===== src/rtl/vga_pkg.sv =====
// Shared VGA timing constants for the 1024x768 display mode.
package vga_pkg;
  localparam int VER_PIXELS = 768;
  localparam int HOR_PIXELS = 1024;
endpackage


===== src/rtl/game_pkg.sv =====
// Game-wide types and constants shared by the level sequencer and movement controller.
package game_pkg;
  typedef logic [1:0] level_t;

  typedef enum logic [1:0] {PLAY, SWITCH, SETTLE, WON} lvl_state_t;
  typedef enum logic {DIR_UP, DIR_DOWN} dir_t;

  localparam logic [1:0] CHAR_IDLE = 2'b00;
  localparam logic [1:0] CHAR_MOVE = 2'b01;
  localparam logic [1:0] CHAR_FALL = 2'b10;

  localparam int SCREEN_H   = vga_pkg::VER_PIXELS;
  localparam int REC_HEIGHT = 63;
endpackage


===== src/rtl/frame_edge_det.sv =====
// One-cycle frame_start pulse on the rising edge of vertical blank.
module frame_edge_det (
  input  logic clk,
  input  logic rst_n,
  input  logic vblnk,
  output logic frame_start
);
  logic vblnk_d;
  logic armed;

  // NOTE: async active-low reset; flops use non-blocking assignments only.
  always_ff @(posedge clk or negedge rst_n) begin
    if (!rst_n) begin
      vblnk_d <= 1'b0;
      armed   <= 1'b0;
    end else begin
      vblnk_d <= vblnk;
      if (!vblnk) armed <= 1'b1;
    end
  end

  // A blank already in progress at reset release must not count as a new frame.
  assign frame_start = vblnk & ~vblnk_d & armed;
endmodule


===== src/rtl/level_ctl.sv =====
// Frame-synchronous level sequencer: detects screen exits, swaps levels, freezes movement while settling.
module level_ctl
  import game_pkg::*;
#(
  parameter int NUM_LEVELS    = 4,
  parameter int TOP_MARGIN    = 2,
  parameter int BOT_MARGIN    = 2,
  parameter int ENTRY_MARGIN  = 8,
  parameter int SETTLE_FRAMES = 2
) (
  input  logic        clk,
  input  logic        rst_n,
  input  logic        vblnk,
  input  logic [11:0] value_y,
  input  logic [1:0]  character_state,
  output logic [1:0]  level,
  output logic        level_changed,
  output logic        pos_load,
  output logic [11:0] pos_y,
  output logic        freeze,
  output logic        game_won
);
  localparam logic [11:0] TOP_LIMIT  = 12'(TOP_MARGIN);
  localparam logic [11:0] SCREEN_LIM = 12'(SCREEN_H);
  localparam logic [11:0] BOT_LIMIT  = 12'(SCREEN_H - REC_HEIGHT - BOT_MARGIN);
  localparam logic [11:0] UP_ENTRY   = 12'(SCREEN_H - REC_HEIGHT - 1 - ENTRY_MARGIN);
  localparam logic [11:0] DOWN_ENTRY = 12'(ENTRY_MARGIN);
  localparam level_t      LAST_LEVEL = level_t'(NUM_LEVELS - 1);
  localparam logic [3:0]  SETTLE_LD  = 4'(SETTLE_FRAMES);

  logic       frame_start;
  lvl_state_t state, state_nxt;
  dir_t       dir, dir_nxt;
  level_t     level_nxt;
  logic [3:0] settle_cnt, settle_nxt;
  logic       changed_nxt, load_nxt;
  logic [11:0] pos_y_nxt;
  logic       top_exit, bot_exit;

  frame_edge_det u_edge (
    .clk         (clk),
    .rst_n       (rst_n),
    .vblnk       (vblnk),
    .frame_start (frame_start)
  );

  // Values at or above the screen height are a jump that wrapped below zero.
  assign top_exit = (value_y < TOP_LIMIT) || (value_y >= SCREEN_LIM);
  assign bot_exit = (value_y > BOT_LIMIT);

  // NOTE: every combinational output gets a default first so no latch is inferred.
  always_comb begin
    state_nxt   = state;
    dir_nxt     = dir;
    level_nxt   = level;
    settle_nxt  = settle_cnt;
    changed_nxt = 1'b0;
    load_nxt    = 1'b0;
    pos_y_nxt   = '0;
    if (frame_start) begin
      case (state)
        PLAY: begin
          if (top_exit) begin
            if (level == LAST_LEVEL) begin
              state_nxt = WON;
            end else begin
              dir_nxt   = DIR_UP;
              state_nxt = SWITCH;
            end
          end else if (bot_exit && character_state == CHAR_FALL && level != '0) begin
            dir_nxt   = DIR_DOWN;
            state_nxt = SWITCH;
          end
        end
        SWITCH: begin
          level_nxt   = (dir == DIR_UP) ? level_t'(level + 2'd1) : level_t'(level - 2'd1);
          pos_y_nxt   = (dir == DIR_UP) ? UP_ENTRY : DOWN_ENTRY;
          changed_nxt = 1'b1;
          load_nxt    = 1'b1;
          settle_nxt  = SETTLE_LD;
          state_nxt   = SETTLE;
        end
        SETTLE: begin
          settle_nxt = settle_cnt - 4'd1;
          if (settle_cnt == 4'd1) state_nxt = PLAY;
        end
        WON:     state_nxt = WON;
        default: state_nxt = PLAY;
      endcase
    end
  end

  always_ff @(posedge clk or negedge rst_n) begin
    if (!rst_n) begin
      state         <= PLAY;
      dir           <= DIR_UP;
      level         <= '0;
      settle_cnt    <= '0;
      level_changed <= 1'b0;
      pos_load      <= 1'b0;
      pos_y         <= '0;
    end else begin
      state         <= state_nxt;
      dir           <= dir_nxt;
      level         <= level_nxt;
      settle_cnt    <= settle_nxt;
      level_changed <= changed_nxt;
      pos_load      <= load_nxt;
      pos_y         <= pos_y_nxt;
    end
  end

  assign freeze   = (state != PLAY);
  assign game_won = (state == WON);
endmodule


===== config.mk =====
export PLATFORM = sky130hd
export DESIGN_NAME = level_ctl
export DESIGN_NICKNAME = d
export VERILOG_FILES = /design/src/rtl/vga_pkg.sv /design/src/rtl/game_pkg.sv /design/src/rtl/frame_edge_det.sv /design/src/rtl/level_ctl.sv
export SDC_FILE = /design/constraint.sdc
export NUM_CORES = 1
export LEC_CHECK = 0
export CAP_MARGIN = 40
export CORE_ASPECT_RATIO = 0.5
export CORE_UTILIZATION = 30
export DETAILED_ROUTE_END_ITERATION = 8
export HOLD_SLACK_MARGIN = 0.12
export PLACE_DENSITY = 0.67
export SYNTH_ARGS = -nofsm -noshare
export SYNTH_HDL_FRONTEND = slang
export SYNTH_HIERARCHICAL = 1
export SYNTH_SLANG_ARGS = --single-unit

===== constraint.sdc =====
create_clock -name clk -period 3.5 [get_ports clk]
set_clock_uncertainty 0.05 [all_clocks]
set_input_delay 0.7 -clock clk [delete_from_list [all_inputs] [get_ports clk]]
set_output_delay 0.7 -clock clk [all_outputs]
set_load 0.01 [all_outputs]

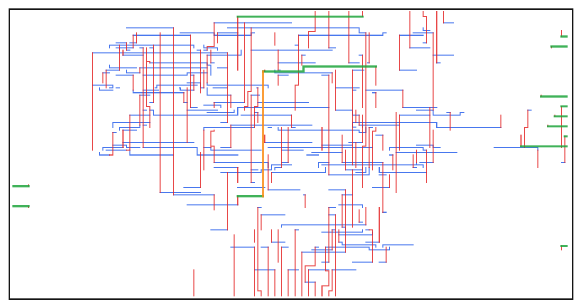
*Wiring by layer*
legend:
  met1:
    colour: blue
    wire_length: 735 um
  met3:
    colour: green
    wire_length: 58.9 um
  met2:
    colour: red
    wire_length: 680 um
  met4:
    colour: orange
    wire_length: 17.0 um
total wire length: 1490 um
detail-routed net length per standard cell: 10.1 um
number of vias in the routed layout: 634
global-route total usage across every layer: 0.112

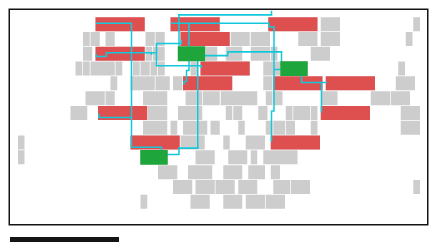
*Clock distribution*
The bar under the picture is 20 um long.
legend:
  cells driving clock nets:
    colour: green
    count: 3
  flip-flops:
    colour: red
    count: 13
  clock wires:
    colour: cyan
    length: 217 um
routed clock nets: 4

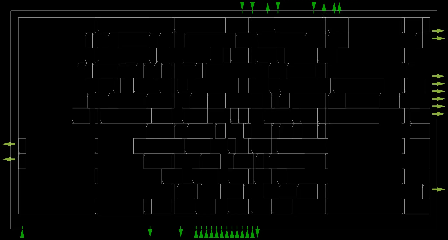
*Placed standard cells*
well-tap cell count: 37
share of cell area taken by flip-flops and latches: 0.292

==> notes.md <==
This memo summarizes the results of the implementation run.

Status
The run finished, with violations left. The checks that failed: DRC.

Floorplanning
The total die area is between 3000 and 4000 um2. The core utilization at floorplan is 0.319. Pin placement for this block handled 35 I/O pins. The number of standard-cell rows in the floorplan is 13. The die boundary height is 39.3 um.

Detailed routing
The DRC violation count after routing is 2. Once iteration 0 of detailed routing completed, the report listed about 44 DRC markers. The count of nets left with antenna violations after detail routing is 0. The number of detailed-route iterations in the first pass is 5.

The routed design shows a via density per instance of around 4.3.

Final layout
The ratio of cells with drive above 1 in the final layout is 0.0545. The net count reported at finish is between 100 and 150. In the layout the commonest cells are 26 x sky130_fd_sc_hd__clkdlybuf4s50_1, 13 x sky130_fd_sc_hd__dfrtp_1, 8 x sky130_fd_sc_hd__inv_1, 7 x sky130_fd_sc_hd__ha_1, 7 x sky130_fd_sc_hd__conb_1. The growth of design area from synthesis to finish is 33.4%. The most frequently placed logic cell in the final layout is sky130_fd_sc_hd__clkdlybuf4s50_1. The number of diodes is 0.

Pwr
The peak ir drop on the vdd network is roughly 0.16 mV. The leakage power total is 0.487 nW. The part of the power in combinational logic is 0.456. The analysis attributes to net switching a power of around 270 uW. The share of total power dissipated in the clock network is 0.190. Total power normalized to cell area comes to approximately 650 nW/um2.

STA
The max-slew violation count is 0. The share of the clock period used by the worst path after layout is 0.659. The slew of the pin with the lowest slew margin is approximately 600 ps. Per the timing report, the achievable frequency comes out to roughly 430 MHz.

The clock period minus final worst setup slack is 2310 ps. Setup repair after global routing left no endpoint under its margin. The count of endpoints failing hold in the final timing report is 0.

Setup total negative slack on the finished layout was measured at 0 ps. In this run the tightest slew margin relative to its limit is 0.600.

Global route
Entering global routing, the biggest net connects 14 pins. Recorded from the global router log, the overflow total was 0. The number of antenna violations at the first check in global routing came to 0. The via count of the first global-routing pass is between 500 and 600.

Placement
For this run the detailed placement stage logged an HPWL of between 1000 and 1500 um. The global placer's final weighted congestion is between 0.6 and 0.7.

CTS
Once the clock tree was built, the setup fixing pass inserted 0 buffers. Counting every sink on the clock net gives 13. The cell at the root of the clock tree is sky130_fd_sc_hd__clkbuf_8. Buffers inserted to repair hold after CTS numbered 0.

In this run, CTS created clock tree buffers numbering 3. In this run the deepest clock path goes through 2 buffers. The H-tree level count is 1. Clock-pin slew was measured on the worst setup and hold paths at ~60 ps. The clock tree from TritonCTS is done.

Worst setup path
Per the STA report, the cell with the highest stage delay on the worst path is sky130_fd_sc_hd__clkdlybuf4s50_1. STA classifies the critical path startpoint as a register. In this run the critical path is formed by inv_1 > ha_1 > inv_1 > clkdlybuf4s50_1.

The kind of critical path is register to output pin. For flop-to-flop paths, the worst setup slack is between 1500 and 2000 ps. Counting both buffers and inverters, the worst setup path holds a total of 3. Logic depth along the worst register-to-register path is recorded as 6. The terminus of the critical flop-to-flop path is state[0].

The element type at the critical path end is an output pin. The largest single stage delay on the critical path is ~530 ps. The cell type with the highest occurrence count on the critical path is sky130_fd_sc_hd__inv_1.

The critical path endpoint has a required time of 2750 ps. The family with the most delay on the worst path is buffers and inverters.

Hold path
The worst hold endpoint is u_edge/armed. The tightest min-delay check is of the register to register type. The number of cells on the worst hold path is 1.

The launch instance of the worst min-delay path is u_edge/armed.

Synthesis
The share of Yosys cell area claimed by the top area cell type is 0.389. The post-synthesis area per instance is approximately 9.6 um2. The cell area after synthesis is between 800 and 900 um2. The number of instances in the synthesized netlist is 87. The area recorded from the Yosys report for this design is approximately 840 um2. Per the synthesis report, the simple-gate share of the synthesized area is 0.150. Of the total synthesized cell area, the portion taken by full adders, half adders and majority gates is 0.105. Of the combinational cells, the family taking the most area is simple AND/OR/NAND/NOR gates. Per the synthesis report, the number of distinct cell types is 28. In the Yosys report the total cell count is ~87. For reference, the mux area share after synthesis is 0.0240. The total of flip-flops plus latches after synthesis is 13.

Run
The number of warning messages in the logs is 32. Max-cap violations in this run came to 0.
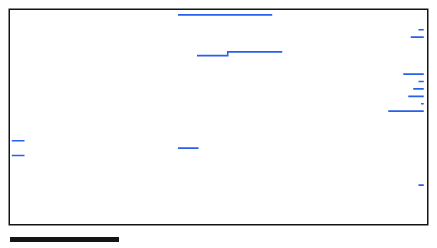
*M3 wires*
The bar under the picture is 20 um long.
wire length on this layer: 58.9 um
share of all routed wire: 4.0%

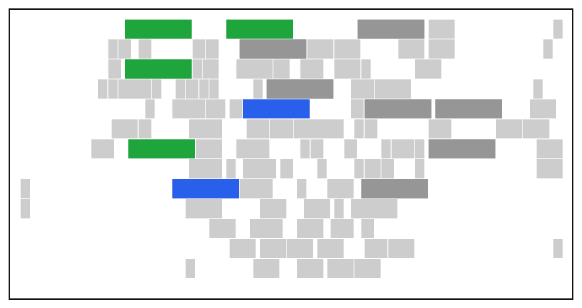
*Where the registers sit*
legend:
  state:
    colour: blue
    sequential_cells: 2
  settle_cnt:
    colour: green
    sequential_cells: 4
    where: north-west
not coloured: 7

## synth_stat cells, drive strengths merged
| cell type | n |
|---|---|
| nand3 | 3 |
| o2bb2ai | 1 |
| xnor2 | 2 |
| nor3 | 3 |
| mux2i | 2 |
| nand2 | 6 |
| nand4b | 1 |
| a31o | 1 |
| and3b | 1 |
| dfrtp | 13 |
| nand4 | 1 |
| nor4 | 1 |
| conb | 1 |
| a21oi | 2 |
| nand2b | 1 |
| inv | 8 |
| o21ai | 7 |
| a22o | 1 |
| a31oi | 1 |
| xor2 | 1 |
| nor2 | 6 |
| nor3b | 1 |
| o21bai | 1 |
| ha | 7 |
| a211o | 2 |
| buf | 13 |
## worst max path at each step
stage | start | endpoint | slack (ps) | cells past startpoint
2_1_floorplan | value_y[8] | state[0] | 1860 | 4
3_3_place_gp | vblnk | state[0] | 1250 | 5
3_5_place_dp | vblnk | state[1] | 1250 | 5
4_1_cts | state[1] | freeze | 1170 | 4
5_1_grt | state[1] | freeze | 1090 | 4
6_report | state[1] | freeze | 1190 | 4
## cell type report
class                   count  area, um2
repair buffers             26        260
flip-flops and latches     13        325
multi-input cells          59        408
fillers                   254       1500
inverters                   8       30.0
well taps                  37       46.3
clock buffers               4       45.0
## flip-flops by register name (all words and copies together), names as in the netlist
register	count
dir	1
u_edge/vblnk_d	1
state	2
u_edge/armed	1
settle_cnt	4
pos_y	1
level	2
pos_load	1
## per-layer routing
metal / track usage / share of wire / up-vias
li1: - / - / 321
met1: 0.132 / 0.49 / 295
met2: 0.191 / 0.46 / 16
met3: 0.0419 / 0.039 / 2
met4: 0.0433 / 0.011 / 0
met5: 0 / 0 / -
## power by group through the flow
stage                     clock network [mW]  registers (mW)  logic, mW
after global routing                   0.151           0.266      0.375
after floorplan                            0           0.256      0.220
after CTS                              0.143           0.257      0.336
after global placement                     0           0.259      0.332
after detailed placement                   0           0.259      0.336
final                                  0.138           0.257      0.331
## cell families after synthesis
| logic type | count (synthesis) |
|---|---|
| DFF | 13 |
| buffers and inverters | 21 |
| and+or+nand+nor | 24 |
| muxes | 2 |
| AOI/OAI and AO/OA | 16 |
| adders and majority gates | 7 |
| xor gates and xnor gates | 3 |
| other | 1 |
## stage by stage
step | util | power [mW] | setup slack, ps | cell area, um2 | std cells
2_1_floorplan | - | 0.476 | 1860 | 858 | 93
3_3_place_gp | 0.409 | 0.591 | 1250 | 1070 | 143
3_5_place_dp | 0.409 | 0.595 | 1250 | 1070 | 143
4_1_cts | 0.426 | 0.736 | 1170 | 1110 | 147
5_1_grt | 0.426 | 0.792 | 1090 | 1110 | 147
6_report | 0.426 | 0.725 | 1190 | 1110 | 147
Power figures rest on the tool's default switching activity, not on a simulated workload.
